**src/rtl/spi_px_host_pkg.sv**
```systemverilog
// Shared types and default parameters for the host-side pixel SPI initiator.
package spi_host_pkg;

    localparam int MAX_PIXEL_BITS = 24;
    localparam int PX_BITS_DEF    = MAX_PIXEL_BITS;
    localparam int CLK_DIV_DEF    = 4;
    localparam int CS_GAP_DEF     = 2;

    typedef enum logic [2:0] {
        IDLE  = 3'd0,
        LEAD  = 3'd1,
        HIGH  = 3'd2,
        LOW   = 3'd3,
        TRAIL = 3'd4,
        GAP   = 3'd5
    } spi_state_e;

endpackage

```
**src/rtl/spi_px_host_if.sv**
```systemverilog
// Pixel valid/ready handshake bundle between the SPI host and its producer/consumer.
interface spi_px_host_if #(parameter int PX_BITS = spi_host_pkg::PX_BITS_DEF);

    logic [PX_BITS-1:0] px_i;
    logic               px_valid_i;
    logic               px_ready_o;
    logic [PX_BITS-1:0] px_o;
    logic               px_valid_o;
    logic               px_ready_i;

    modport slave (
        input  px_i, px_valid_i, px_ready_i,
        output px_ready_o, px_o, px_valid_o
    );

    modport master (
        output px_i, px_valid_i, px_ready_i,
        input  px_ready_o, px_o, px_valid_o
    );

endinterface

```
**src/rtl/spi_px_host_sync.sv**
```systemverilog
// Multi-flop synchronizer for an asynchronous single-bit input.
module spi_dep_signal_synchronizer #(
    parameter int STAGES = 2
) (
    input  logic clk_i,
    input  logic nreset_i,
    input  logic d_i,
    output logic q_o
);

    logic [STAGES-1:0] sync_q;
    logic [STAGES-1:0] sync_d;

    // shift chain next value
    always_comb begin
        sync_d = {sync_q[STAGES-2:0], d_i};
    end

    // synchronizer flops
    always_ff @(posedge clk_i or negedge nreset_i) begin
        if (!nreset_i) begin
            sync_q <= {STAGES{1'b0}};
        end else begin
            sync_q <= sync_d;
        end
    end

    assign q_o = sync_q[STAGES-1];

endmodule

```
**src/rtl/spi_px_host.sv**
```systemverilog
// SPI mode-0 initiator: sends one pixel word per CS frame MSB-first and returns
// the word captured from the device during the same frame.
module spi_px_host
    import spi_host_pkg::*;
#(
    parameter int PX_BITS = PX_BITS_DEF,
    parameter int CLK_DIV = CLK_DIV_DEF,
    parameter int CS_GAP  = CS_GAP_DEF
) (
    input  logic          clk_i,
    input  logic          nreset_i,
    spi_px_host_if.slave  px_if,
    output logic          spi_sck_o,
    output logic          spi_cs_o,
    output logic          spi_sdi_o,
    input  logic          spi_sdo_i
);

    localparam int PH_MAX = (CLK_DIV > CS_GAP) ? CLK_DIV : CS_GAP;
    localparam int PH_W   = $clog2(PH_MAX);
    localparam int BC_W   = $clog2(PX_BITS + 1);
    localparam logic [PH_W-1:0] DIV_LAST = PH_W'(CLK_DIV - 1);
    localparam logic [PH_W-1:0] GAP_LAST = PH_W'(CS_GAP - 1);

    spi_state_e         state_q, state_d;
    logic [PH_W-1:0]    ph_q, ph_d;
    logic [BC_W-1:0]    bit_cnt_q, bit_cnt_d;
    logic [PX_BITS-1:0] tx_q, tx_d;
    logic [PX_BITS-1:0] rx_q, rx_d;
    logic [PX_BITS-1:0] px_q, px_d;
    logic               valid_q, valid_d;
    logic               ready_q, ready_d;
    logic               cs_q, cs_d;
    logic               sck_q, sck_d;
    logic               sdi_q, sdi_d;
    logic               sdo_sync_s;
    logic               div_last_s;

    spi_dep_signal_synchronizer #(.STAGES(2)) u_sdo_sync (
        .clk_i    (clk_i),
        .nreset_i (nreset_i),
        .d_i      (spi_sdo_i),
        .q_o      (sdo_sync_s)
    );

    assign div_last_s = (ph_q == DIV_LAST);

    // FSM state register
    always_ff @(posedge clk_i or negedge nreset_i) begin
        if (!nreset_i) begin
            state_q <= IDLE;
        end else begin
            state_q <= state_d;
        end
    end

    // FSM next-state logic
    always_comb begin
        state_d = state_q;
        case (state_q)
            IDLE:    if (px_if.px_valid_i && ready_q) state_d = LEAD; else state_d = IDLE;
            LEAD:    if (div_last_s) state_d = HIGH; else state_d = LEAD;
            HIGH: begin
                if (div_last_s) begin
                    if (bit_cnt_q == BC_W'(1)) state_d = TRAIL;
                    else                       state_d = LOW;
                end else begin
                    state_d = HIGH;
                end
            end
            LOW:     if (div_last_s) state_d = HIGH; else state_d = LOW;
            TRAIL:   if (div_last_s) state_d = GAP; else state_d = TRAIL;
            GAP:     if (ph_q == GAP_LAST) state_d = IDLE; else state_d = GAP;
            default: state_d = IDLE;
        endcase
    end

    // FSM outputs and datapath next values; pins are derived from state_d so they register cleanly
    always_comb begin
        tx_d      = tx_q;
        rx_d      = rx_q;
        bit_cnt_d = bit_cnt_q;
        px_d      = px_q;
        valid_d   = valid_q;
        if (state_d != state_q) ph_d = {PH_W{1'b0}};
        else                    ph_d = ph_q + PH_W'(1);

        case (state_q)
            IDLE: begin
                if (state_d == LEAD) begin
                    tx_d      = px_if.px_i;
                    bit_cnt_d = BC_W'(PX_BITS);
                end else begin
                    tx_d      = tx_q;
                end
            end
            HIGH: begin
                if (div_last_s) begin
                    rx_d      = {rx_q[PX_BITS-2:0], sdo_sync_s};
                    bit_cnt_d = bit_cnt_q - BC_W'(1);
                end else begin
                    rx_d      = rx_q;
                end
            end
            LOW: begin
                if (ph_q == {PH_W{1'b0}}) tx_d = {tx_q[PX_BITS-2:0], 1'b0};
                else                      tx_d = tx_q;
            end
            TRAIL: begin
                if (div_last_s) begin
                    px_d    = rx_q;
                    valid_d = 1'b1;
                end else begin
                    px_d    = px_q;
                end
            end
            default: begin
                tx_d = tx_q;
            end
        endcase

        // consumption can only happen outside a frame, so it never collides with the TRAIL load
        if (valid_q && px_if.px_ready_i) valid_d = 1'b0;
        else                             valid_d = valid_d;

        cs_d    = !((state_d == LEAD) || (state_d == HIGH) || (state_d == LOW) || (state_d == TRAIL));
        sck_d   = (state_d == HIGH);
        sdi_d   = cs_d ? 1'b0 : tx_d[PX_BITS-1];
        ready_d = (state_d == IDLE) && !valid_d;
    end

    // datapath and registered output flops
    always_ff @(posedge clk_i or negedge nreset_i) begin
        if (!nreset_i) begin
            ph_q      <= {PH_W{1'b0}};
            bit_cnt_q <= {BC_W{1'b0}};
            tx_q      <= {PX_BITS{1'b0}};
            rx_q      <= {PX_BITS{1'b0}};
            px_q      <= {PX_BITS{1'b0}};
            valid_q   <= 1'b0;
            ready_q   <= 1'b0;
            cs_q      <= 1'b1;
            sck_q     <= 1'b0;
            sdi_q     <= 1'b0;
        end else begin
            ph_q      <= ph_d;
            bit_cnt_q <= bit_cnt_d;
            tx_q      <= tx_d;
            rx_q      <= rx_d;
            px_q      <= px_d;
            valid_q   <= valid_d;
            ready_q   <= ready_d;
            cs_q      <= cs_d;
            sck_q     <= sck_d;
            sdi_q     <= sdi_d;
        end
    end

    assign px_if.px_o       = px_q;
    assign px_if.px_valid_o = valid_q;
    assign px_if.px_ready_o = ready_q;
    assign spi_cs_o         = cs_q;
    assign spi_sck_o        = sck_q;
    assign spi_sdi_o        = sdi_q;

endmodule

```
**src/flat_wrapper.sv**
```systemverilog
// flat-port wrapper written by rule: the top's interface ports become plain ports
module spi_px_host_flat import spi_host_pkg::*;
#(
    parameter int PX_BITS = PX_BITS_DEF,
    parameter int CLK_DIV = CLK_DIV_DEF,
    parameter int CS_GAP  = CS_GAP_DEF
)
  (clk_i, nreset_i, spi_sck_o, spi_cs_o, spi_sdi_o, spi_sdo_i, px_if_px_i, px_if_px_valid_i, px_if_px_ready_i, px_if_px_ready_o, px_if_px_o, px_if_px_valid_o);
  spi_px_host_if #(.PX_BITS(PX_BITS)) px_if_i ();
  input  logic clk_i;
  input  logic nreset_i;
  output logic spi_sck_o;
  output logic spi_cs_o;
  output logic spi_sdi_o;
  input  logic spi_sdo_i;
  input wire logic [$bits(px_if_i.px_i)-1:0] px_if_px_i;
  input wire logic [$bits(px_if_i.px_valid_i)-1:0] px_if_px_valid_i;
  input wire logic [$bits(px_if_i.px_ready_i)-1:0] px_if_px_ready_i;
  output wire logic [$bits(px_if_i.px_ready_o)-1:0] px_if_px_ready_o;
  output wire logic [$bits(px_if_i.px_o)-1:0] px_if_px_o;
  output wire logic [$bits(px_if_i.px_valid_o)-1:0] px_if_px_valid_o;
  assign px_if_i.px_i = px_if_px_i;
  assign px_if_i.px_valid_i = px_if_px_valid_i;
  assign px_if_i.px_ready_i = px_if_px_ready_i;
  assign px_if_px_ready_o = px_if_i.px_ready_o;
  assign px_if_px_o = px_if_i.px_o;
  assign px_if_px_valid_o = px_if_i.px_valid_o;
  spi_px_host #(.PX_BITS(PX_BITS), .CLK_DIV(CLK_DIV), .CS_GAP(CS_GAP)) u_core (.clk_i(clk_i), .nreset_i(nreset_i), .px_if(px_if_i), .spi_sck_o(spi_sck_o), .spi_cs_o(spi_cs_o), .spi_sdi_o(spi_sdi_o), .spi_sdo_i(spi_sdo_i));
endmodule
```
**config.mk**
```make
export PLATFORM = sky130hd
export DESIGN_NAME = spi_px_host_flat
export DESIGN_NICKNAME = d
export VERILOG_FILES = /design/src/rtl/spi_px_host_pkg.sv /design/src/rtl/spi_px_host_if.sv /design/src/rtl/spi_px_host_sync.sv /design/src/rtl/spi_px_host.sv /design/src/flat_wrapper.sv
export SDC_FILE = /design/constraint.sdc
export NUM_CORES = 1
export LEC_CHECK = 0
export ABC_CLOCK_PERIOD_IN_PS = 2200
export CAP_MARGIN = 30
export CORE_AREA = 5 5 85 87
export CTS_BUF_LIST = sky130_fd_sc_hd__clkbuf_4 sky130_fd_sc_hd__clkbuf_8 sky130_fd_sc_hd__clkbuf_16
export CTS_CLUSTER_SIZE = 40
export DETAILED_ROUTE_END_ITERATION = 16
export DIE_AREA = 0 0 90 92
export DONT_BUFFER_PORTS = 1
export PLACE_DENSITY = 0.85
export SYNTH_ARGS = -nofsm -noshare
export SYNTH_HDL_FRONTEND = slang
export SYNTH_SLANG_ARGS = --single-unit
```
**constraint.sdc**
```tcl
create_clock -name clk_i -period 2.2 [get_ports clk_i]
set_clock_uncertainty 0.1 [all_clocks]
set_input_delay 0.66 -clock clk_i [delete_from_list [all_inputs] [get_ports clk_i]]
set_output_delay 0.66 -clock clk_i [all_outputs]
set_load 0.005 [all_outputs]
```
==> reports/results.ini <==
[status]
status = complete, but fails checks
violations = negative hold slack

[final_timing]
fmax_mhz = 536
slew_viol_final = 0
tns_ns = 0
worst_slack_ns = 0.335
finalHoldViolations = 88
tightest_slew_ns = 0.450
max-slew-margin-rel = 0.700
period_needed_ns = 1.87
holdWs_ns = -0.108

[drt]
vias_per_cell = 5.61
maxUsedRoutingLayer = met4

[global_route]
grt_util_met2 = 0.270
grt_first_pass_wirelength_um = 11500
grtUsageMet1 = 0.229

[synthesis]
xor_share = 0.00706
ys_types = 40
top_area_cell = dfrtp_1

[place]
io_buffers = 0
gp_congestion = 0.782

[setup_path]
cpMostUsedCell = nand2_1
slowest_delay_ns = 0.52
critical_path_depth = 5

[cells_and_area]
buf_share = 0.0163
nets = 375
finish.utilization = 0.636
antenna_cells = 0
flop_area_um2 = 2230
comb_cells = 228
fill_cells = 477
nNonClkBuffers = 7
drive_gt1_frac = 0.162

[power]
p_comb_frac = 0.002
p_comb_w = 0.00000530
p_sw_frac = 0.207

[clocking]
cts_tree = built

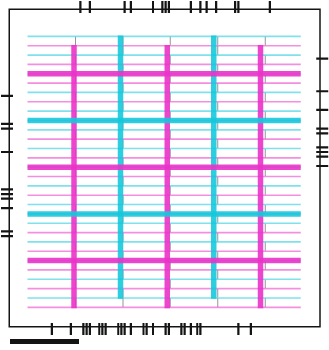
**Above:** supply network.
Scale bar: 20 um. Pins as bars on the die edge. Tap cells in grey.
VDD: drawn in cyan. VSS: drawn in magenta.
30 met1 rails follow the rows. 5 straps on met4. 77 tap cells.
Max VDD drop: 0.588 mV
DIE WIDTH: 90 um
core area: 6280 um2
die y size: 92 um

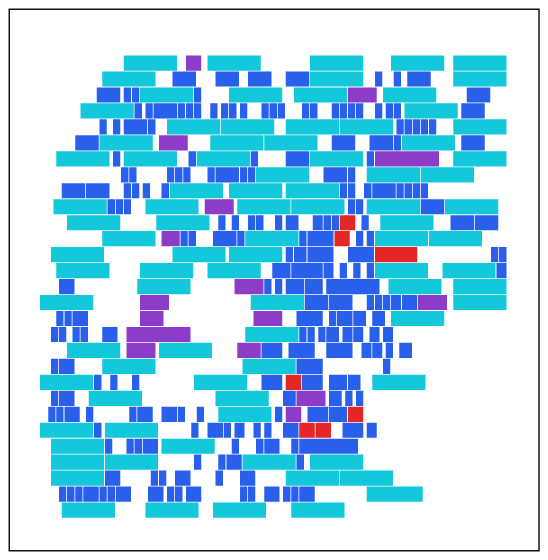
**Above:** placement by cell class.
remaining buffers and delay cells: drawn in red, cells 7. clock drivers and dummy loads: drawn in purple, cells 16. remaining logic cells: drawn in blue, cells 234. sequential cells: drawn in cyan, cells 89.
row cnt: 29
Final Cell Area: 4000 um2

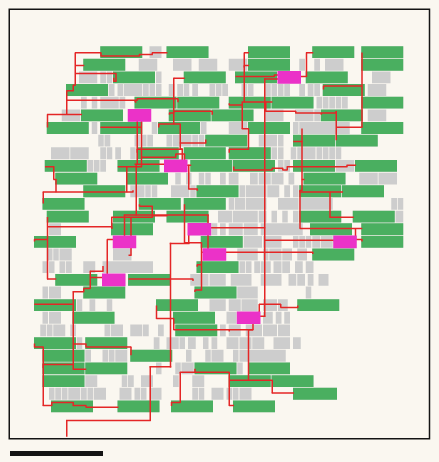
**Above:** clock distribution.
Scale bar: 20 um.
clock-net drivers: drawn in magenta, count 9. clock wires: drawn in red, length 985 um. flip-flops: drawn in green, count 89.
There are 10 routed clock nets.

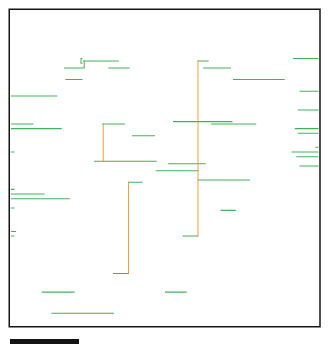
**Above:** metal layers overlaid.
Scale bar: 20 um. Only two layers are drawn.
M4: drawn in orange, wire length 88.4 um. M3: drawn in green, wire length 318 um.
Via Count: 2374
Tot GR Track Use: 0.172

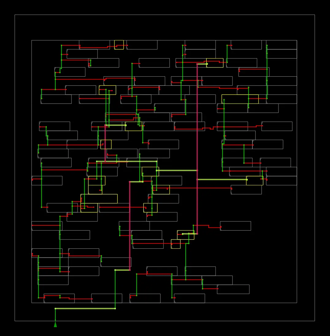
**Above:** clock routing.
cts bufs inserted: 9
clk latency late pin: 0.36 ns

